Run 1, M2 wires:
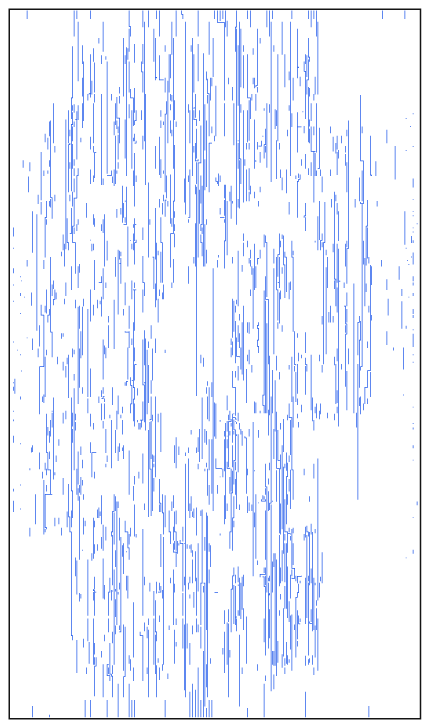
Run 1, signal wires on met1:
Bar = 50 um. Cells faint in the background.
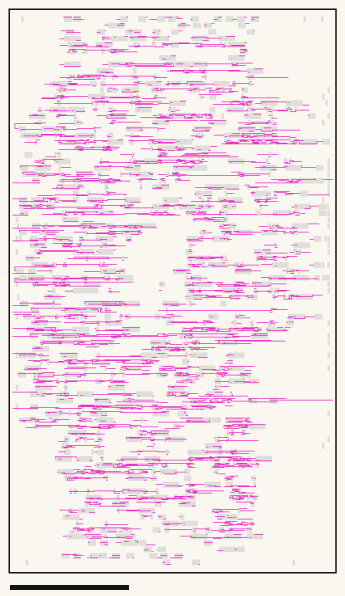
Run 1, clock nets:
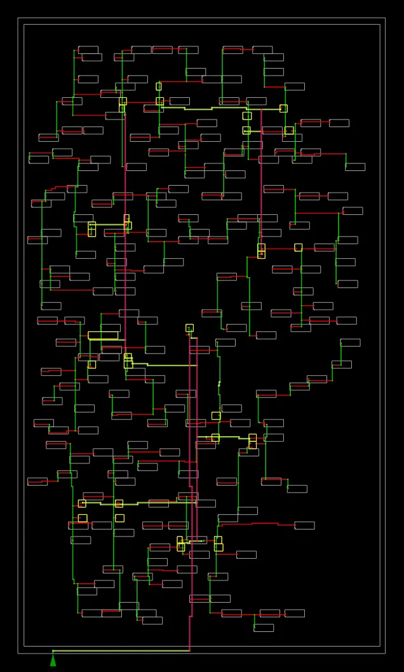
Run 1, met4 routing:
Bar = 50 um.
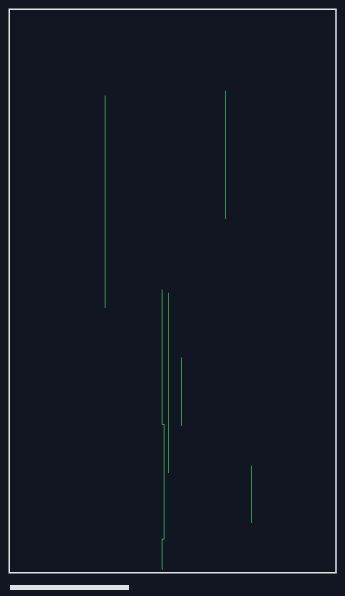
$ cat src/rtl/line_decoder.sv
// ---------------------------------------------------------------------------
// line_decoder
//
// Receive side of the character-row serial line. The line is oversampled on
// sample_clk. Each bit period it is either steady high (QUIET) or toggling at
// the roll-clock rate (ACTIVE). Each bit window is classified by how many
// edges it contains. The decoded bits are shifted into a row word, MSB first.
// A QUIET window that closes with the line low is flagged as a stuck-low line.
//
// Ports
//   sample_clk  in         oversampling clock
//   reset_p     in         synchronous active-high reset
//   idata       in         serial line, asynchronous to sample_clk
//   start       in         one-cycle pulse aligned to the first bit period of a row
//   row_data    out [127:0] decoded row; bit COL_CNT-1 is the first bit received
//   row_valid   out        one-cycle pulse when row_data is updated
//   busy        out        high while a row is being received (RUN and DONE)
//   line_err    out        sticky stuck-low flag, cleared by start or reset
// ---------------------------------------------------------------------------
module line_decoder #(
    parameter logic [15:0] COL_CNT    = 16'd80,  // 1..128
    parameter logic        TURN       = 1'b1,    // 1: ACTIVE->0, QUIET->1
    parameter logic [15:0] BIT_CYCLES = 16'd32,  // >= 4
    parameter logic [7:0]  EDGE_MIN   = 8'd2     // >= 1
) (
    input  logic         sample_clk,
    input  logic         reset_p,
    input  logic         idata,
    input  logic         start,
    output logic [127:0] row_data,
    output logic         row_valid,
    output logic         busy,
    output logic         line_err
);

    localparam logic [15:0]  LastCyc = BIT_CYCLES - 16'd1;
    localparam logic [7:0]   LastBit = COL_CNT[7:0] - 8'd1;
    // Keeps only the low COL_CNT bits; COL_CNT=128 shifts by zero (all ones).
    localparam logic [127:0] ColMask = {128{1'b1}} >> (16'd128 - COL_CNT);

    typedef enum logic [1:0] {StIdle, StRun, StDone} state_e;

    state_e         state_q;
    logic           sync1_q, sync2_q, dly_q;
    logic [15:0]    cyc_cnt_q;
    logic [7:0]     bit_cnt_q;
    logic [7:0]     edge_cnt_q;
    logic [127:0]   shreg_q;
    logic [127:0]   row_data_q;
    logic           row_valid_q;
    logic           busy_q;
    logic           line_err_q;

    logic           edge_det;
    logic           win_close;
    logic [7:0]     edge_sum;
    logic           win_active;
    logic           bit_dec;
    logic [127:0]   shreg_nxt;

    // Window classification; edge_sum includes the edge seen in the closing cycle.
    always_comb begin
        edge_det   = sync2_q ^ dly_q;
        win_close  = (state_q == StRun) && (cyc_cnt_q == LastCyc);
        edge_sum   = (edge_cnt_q == 8'hFF) ? 8'hFF : edge_cnt_q + {7'd0, edge_det};
        win_active = (edge_sum >= EDGE_MIN);
        bit_dec    = win_active ^ TURN;
        shreg_nxt  = {shreg_q[126:0], bit_dec};
    end

    always_ff @(posedge sample_clk) begin
        if (reset_p) begin
            // Line idles high, so the synchronizer and delay flop start at 1
            // to avoid a false edge on the first samples.
            sync1_q     <= 1'b1;
            sync2_q     <= 1'b1;
            dly_q       <= 1'b1;
            state_q     <= StIdle;
            cyc_cnt_q   <= 16'd0;
            bit_cnt_q   <= 8'd0;
            edge_cnt_q  <= 8'd0;
            shreg_q     <= '0;
            row_data_q  <= '0;
            row_valid_q <= 1'b0;
            busy_q      <= 1'b0;
            line_err_q  <= 1'b0;
        end else begin
            sync1_q     <= idata;
            sync2_q     <= sync1_q;
            dly_q       <= sync2_q;
            row_valid_q <= 1'b0;

            if (start) begin
                // Start from any state (re)begins the row at window 0; an
                // aborted row never pulses row_valid and leaves row_data alone.
                state_q    <= StRun;
                cyc_cnt_q  <= 16'd0;
                bit_cnt_q  <= 8'd0;
                edge_cnt_q <= 8'd0;
                shreg_q    <= '0;
                line_err_q <= 1'b0;
                busy_q     <= 1'b1;
            end else begin
                unique case (state_q)
                    StIdle: begin
                        busy_q <= 1'b0;
                    end
                    StRun: begin
                        if (win_close) begin
                            cyc_cnt_q  <= 16'd0;
                            edge_cnt_q <= 8'd0;
                            bit_cnt_q  <= bit_cnt_q + 8'd1;
                            shreg_q    <= shreg_nxt;
                            if (!win_active && !sync2_q) begin
                                line_err_q <= 1'b1;
                            end
                            if (bit_cnt_q == LastBit) begin
                                // Outputs are registered, so they show up in
                                // the single DONE cycle.
                                state_q     <= StDone;
                                row_data_q  <= shreg_nxt & ColMask;
                                row_valid_q <= 1'b1;
                            end
                        end else begin
                            cyc_cnt_q  <= cyc_cnt_q + 16'd1;
                            edge_cnt_q <= edge_sum;
                        end
                    end
                    StDone: begin
                        state_q <= StIdle;
                        busy_q  <= 1'b0;
                    end
                    default: begin
                        state_q <= StIdle;
                        busy_q  <= 1'b0;
                    end
                endcase
            end
        end
    end

    assign row_data  = row_data_q;
    assign row_valid = row_valid_q;
    assign busy      = busy_q;
    assign line_err  = line_err_q;

endmodule

$ cat config.mk
export PLATFORM = sky130hd
export DESIGN_NAME = line_decoder
export DESIGN_NICKNAME = d
export VERILOG_FILES = /design/src/rtl/line_decoder.sv
export SDC_FILE = /design/constraint.sdc
export NUM_CORES = 1
export LEC_CHECK = 0
export CAP_MARGIN = 20
export CORE_ASPECT_RATIO = 1.75
export CORE_MARGIN = 2
export CORE_UTILIZATION = 25
export CTS_BUF_LIST = sky130_fd_sc_hd__clkbuf_4
export DETAILED_ROUTE_END_ITERATION = 10
export HOLD_SLACK_MARGIN = 0.1
export PLACE_DENSITY_LB_ADDON = 0.1
export SLEW_MARGIN = 20
export SYNTH_ARGS = -nofsm -noshare
export SYNTH_HDL_FRONTEND = slang
export SYNTH_SLANG_ARGS = --single-unit
$ cat constraint.sdc
create_clock -name sample_clk -period 3.34 [get_ports sample_clk]
set_input_delay 0.668 -clock sample_clk [delete_from_list [all_inputs] [get_ports sample_clk]]
set_output_delay 0.668 -clock sample_clk [all_outputs]
set_load 0.005 [all_outputs]
==> results.txt, run 1 <==
run metrics: Largest delay share family, worst path simple AND/OR/NAND/NOR gates, worst-case clock skew 0.0207 ns, Buf+Inv Stages, Crit Path 1, Final Cycle Share 0.757, P_leak 2.84 nW, WL met3 578 um, flop share of the area 0.441, Fin. Hold Viols 0, fp util 0.252, Signal buf overhead 0.109, reg-to-reg endpoint row_data[17]$_SDFFE_PP0P_, clk tree area frac 0.0290, Max Slew Vio Count 0, R2R cell count 7, Final Setup Violations 0, initial antenna violation count 1, Logic area 3300 sq um, Syn Area/Cell 7.98 sq um, Cell Area, Synth 7710 sq um, Global Route met3 Usage 0.0279, run status completed, H-tree depth 4, CTS max path bufs 2, met2 routed WL 10,300 um, DP Wirelength 12,300 um, Biggest Area Class registers, combinational power share 0.023, final net count 1,031, gr busiest metal met2, Ys Warns 0, Final TNS setup 0 ns, inverters 3, top post-synthesis cells by count 338 x nand2_1, 199 x dfxtp_1, 173 x a21oi_1, RR Startpoint cyc_cnt_q[0]$_SDFFE_PP0P_, Comb area share 0.366, Area Overhead vs Synth 17.1%, register area 3980 sq um, diodes inserted 1, Sw Pwr 959 uW, number of cells in Yosys stat 967, RSZ-0062 raised after global routing false, Crit. path cell count 7, register share after synthesis 0.516, Via density 4.38, Seq pwr share 0.637, Crit path arrival time 3.02 ns, total grt overflow 0, Clk pwr share 0.339, crit start category flop, Worst Tran Pin Value 0.872 ns, post_cts resized 0, # Taps 391, largest net degree at the start of global routing 80, Worst Setup End Kind flop, VDD IR max 0.187 mV, Die Y 236 um, Initial DRT Pass Iterations 4, CLK BUF 18, Max Clock Freq 396 MHz, Initial DRC Count 323, GPL Wtd Cong 0.714, yosys stat chip area 7710 sq um, Fill cells 3,361, total track usage 0.130, CTS Hold Bufs 0, die width 137 um, Worst Setup SP cyc_cnt_q[0]$_SDFFE_PP0P_, max_cap viols 0, P_int 2.78 mW, Max Fanout on Critical Path 39, sequential group power 2.38 mW, Pwr top registers, CP Class flop to flop, worst setup path end row_data[17]$_SDFFE_PP0P_, vias in the first global route 6,261, Tmin final 2.53 ns, tool warning count 26, first-pass GRT wire length 32,900 um, combinational cell power 87.8 uW, Max-area cell share 0.516, Post-CTS Setup Repair Bufs 0, Post-synth EDFFs 0, Hold Startpoint sync1_q$_SDFF_PP1_, post-synth cell types 40, Hold WS 0.430 ns, Synth area leaders dfxtp_1 52%, nand2_1 16%, a21oi_1 11%, Min-Delay Path Depth 1, FFs & Latches 199, DR top layer met4, count leader, synth nand2_1, r2r setup slk 0.81 ns, share of cells above drive strength 1 0.0589, clk ins delay skew pair 0.63 ns, root buf cell clkbuf_4, delay of the slowest critical-path stage 0.67 ns, port bufs 86, sw frac 0.257, comb_multi_in 703, DRT antenna net count 0, ys flops 199, die area 32,300 sq um, min-delay worst type flop to flop, hold endpoint sync2_q$_SDFF_PP1_, met1 Usage GRT 0.148, DR WL/cell 13.9 um, largest area contributor in the netlist dfxtp_1, cell count after synthesis 967, CTS tree done, row count 85, clock transition at the registers of the reported paths 0.16 ns, IO Pins 135, pwr dens 414 nW/um^2, Core Footprint 30,600 sq um, worst path cell trace ha_1, and4_1, nand4_2, or4_4, buf_4, nand2_1, a21oi_1, Commonest flop dfxtp_1, slowest stage cell, crit path or4_4, async set or reset register ratio after synthesis 0, worst path required time 3.83 ns, Signal buffers 99, Routed met1 length 8570 um, worst rel slew slack 0.414, CTS Sinks 199, drc violations 0
-- 'M2 wires' (at the start) --
- nets with wire on the layer: 797
- share of all routed wire: 52%
vias: 6,253
grt met2 use: 0.231

-- 'signal wires on met1' (at the start) --
- wire length on this layer: 8,570 um
- main direction: horizontal

-- 'clock nets' (at the start) --
CTS Buf Count: 17
reported clock group power: 1.27 mW

-- 'met4 routing' (at the start) --
- main direction: vertical
- nets with wire on the layer: 4
Routed WL: 19,900 um

==> run 1: state kept, by name, summed over array words and instances, names as in the netlist <==
register / count
cyc_cnt_q: 16
row_data: 80
busy: 1
line_err: 1
sync1_q: 1
row_valid: 1
sync2_q: 1
shreg_q: 79
state_q: 2
bit_cnt_q: 8
edge_cnt_q: 8
dly_q: 1
==> run 1: stage by stage <==
stage	total power, mW	std cells	instance area (sq um)	utilization	setup slack (ns)
final	3.74	1428	9030	0.295	0.813
after global routing	3.93	1428	9030	0.295	0.619
after CTS	3.83	1427	9030	0.295	0.760
after floorplan	2.53	1014	7890	-	1.22
after global placement	2.52	1395	8770	0.286	0.694
after detailed placement	2.52	1395	8770	0.286	0.673
==> run 1: placed cells by master (no fill, tap or decap), types with 2 or more instances in the layout <==
cell	instances
nand2_1	338
dfxtp_1	199
a21oi_1	173
clkdlybuf4s50_1	85
conb_1	48
nor2_1	32
clkbuf_4	18
nand3_1	15
xor2_1	13
buf_4	12
xnor2_1	9
nor3_1	9
nand4_1	8
o21ai_0	5
and3_1	4
ha_1	4
clkinv_4	4
clkinv_2	4
nor4_4	3
inv_1	3
and4_1	3
and2_1	3
or3_1	3
nor4_1	3
or2_2	3
inv_6	3
or2_4	2
a211oi_1	2
or4_1	2
nand4b_1	2
nand4_2	2
nor4b_1	2
o31ai_1	2
o211ai_1	2
clkinvlp_4	2
buf_12	2
==> run 1: kinds of logic (layout without fill, tap and decap cells) <==
group                    count (synthesis)  after routing  synth area share
XOR/XNOR                                22             22            0.0250
adder cells (fa/ha/maj)                  4              4           0.00649
flip-flops                             199            199             0.516
AND/OR/NAND/NOR                        440            440             0.243
AND-OR/OR-AND                          189            189             0.127
buffers and inverters                  112            134            0.0806
other                                    1             49          0.000486
Run 1, met3 routing:
Bar = 50 um.
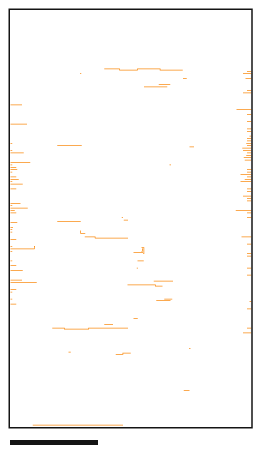

==> run 2, diff against run 1 <==
- clock period: 3.34 -> 2.51 ns (I/O delays scaled with it)
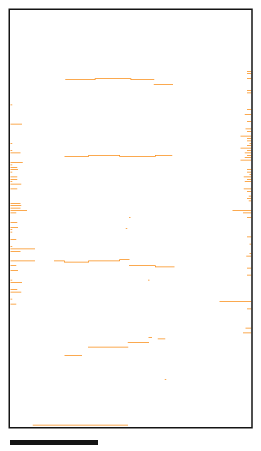
Run 2: met3 routing
Bar = 50 um.
- main direction: horizontal
- wire length on this layer: 582 um

==> run 2 against run 1 <==
Area after synthesis unchanged. Total power rose by 33%. Combinational power increased by 38%. Clock power rose by 32%. Via count increased by 0.66%. Critical path depth unchanged. Die size stayed put. Largest power group unchanged. Final area up 0.91%.
==> results.txt, run 2 <==
run metrics: CTS Buf Count 17, slowest stage cell, crit path or4_4, vias 6,294, vias in the first global route 6,256, async set or reset register ratio after synthesis 0, count leader, synth nand2_1, worst rel slew slack 0.483, run status completed, Worst Setup SP cyc_cnt_q[0]$_SDFFE_PP0P_, post-synth cell types 40, Min-Delay Path Depth 2, total track usage 0.129, R2R cell count 7, Hold Startpoint reset_p, Logic area 3300 sq um, ys flops 199, Initial DRC Count 290, clock transition at the registers of the reported paths 0.15 ns, worst-case clock skew 0.0266 ns, Crit. path cell count 7, Core Footprint 30,600 sq um, sw frac 0.252, die area 32,300 sq um, RR Startpoint cyc_cnt_q[0]$_SDFFE_PP0P_, combinational power share 0.024, CP Class flop to flop, fp util 0.252, VDD IR max 0.227 mV, Final Setup Violations 0, P_int 3.71 mW, port bufs 86, Initial DRT Pass Iterations 4, CTS tree done, IO Pins 135, post_cts resized 0, Max Slew Vio Count 0, max FFs per register 80, reg-to-reg endpoint row_data[0]$_SDFFE_PP0P_, hold endpoint busy$_SDFFE_PP0N_, Max Fanout on Critical Path 43, dpl ws 0.250 ns, Area Overhead vs Synth 18.1%, Via density 4.40, final net count 1,035, Sw Pwr 1.25 mW, DRT antenna net count 0, Synth area leaders dfxtp_1 52%, nand2_1 16%, a21oi_1 11%, clk ins delay skew pair 0.63 ns, delay of the slowest critical-path stage 0.58 ns, Routed WL 19,900 um, max_cap viols 0, DR WL/cell 13.9 um, initial antenna violation count 1, Post-synth EDFFs 0, P_leak 2.87 nW, Max Clock Freq 445 MHz, Fill cells 3,365, register area 3980 sq um, Clk pwr share 0.338, CTS Sinks 199, yosys stat chip area 7710 sq um, RSZ-0062 raised after global routing false, Die Y 236 um, crit start category flop, Ys Warns 0, Finished Core Util 0.298, tool warning count 26, Final TNS setup 0 ns, CTS max path bufs 2, Post-CTS Setup Repair Bufs 0, Max-area cell share 0.516, die width 137 um, Final Cycle Share 0.896, number of cells in Yosys stat 967, Crit path arrival time 2.75 ns, Tmin final 2.25 ns, Cell Area, Synth 7710 sq um, pwr dens 545 nW/um^2
run 2: kinds of logic (layout without fill, tap and decap cells):
family / count (synthesis) / count (layout) / synth area share
AND-OR/OR-AND: 189 / 189 / 0.127
XOR/XNOR: 22 / 22 / 0.0250
adder cells (fa/ha/maj): 4 / 4 / 0.00649
buffers and inverters: 112 / 138 / 0.0806
flip-flops: 199 / 199 / 0.516
other: 1 / 49 / 0.000486
AND/OR/NAND/NOR: 440 / 440 / 0.243
run 2: cell type report:
cell class	instances	area share
repair buffers	103	0.116
well taps	391	0.0537
multi-input cells	703	0.362
clock buffers	19	0.0157
diodes	1	0.000275
clock inverters	13	0.0133
inverters	3	0.00124
flip-flops and latches	199	0.437
run 2: power groups by stage:
stage	Combinational [mW]	Sequential [mW]	Clock (mW)
2_1_floorplan	0.133	3.24	0
3_3_place_gp	0.124	3.24	0
3_5_place_dp	0.123	3.24	0
4_1_cts	0.124	3.17	1.81
5_1_grt	0.139	3.17	1.90
6_report	0.121	3.17	1.68
run 2: per-layer routing:
metal | GRT usage | wire length [um] | up-vias
met1 | 0.146 | 8540 | 2985
met4 | 0.0403 | 277 | 0
met5 | 0 | 0 | -
met3 | 0.0305 | 582 | 13
met2 | 0.233 | 10500 | 106
li1 | - | - | 3190
run 2: through the flow:
| step | cell area (sq um) | power [mW] | hold slack [ns] | instances |
|---|---|---|---|---|
| final | 9110 | 4.97 | 0.254 | 1432 |
| after global routing | 9110 | 5.22 | 0.206 | 1432 |
| after CTS | 9110 | 5.11 | 0.178 | 1431 |
| after detailed placement | 8850 | 3.36 | 0.401 | 1399 |
| after global placement | 8850 | 3.36 | 0.392 | 1399 |
| after floorplan | 7890 | 3.37 | 0.389 | 1014 |
Power is estimated from default activity; no workload was simulated.
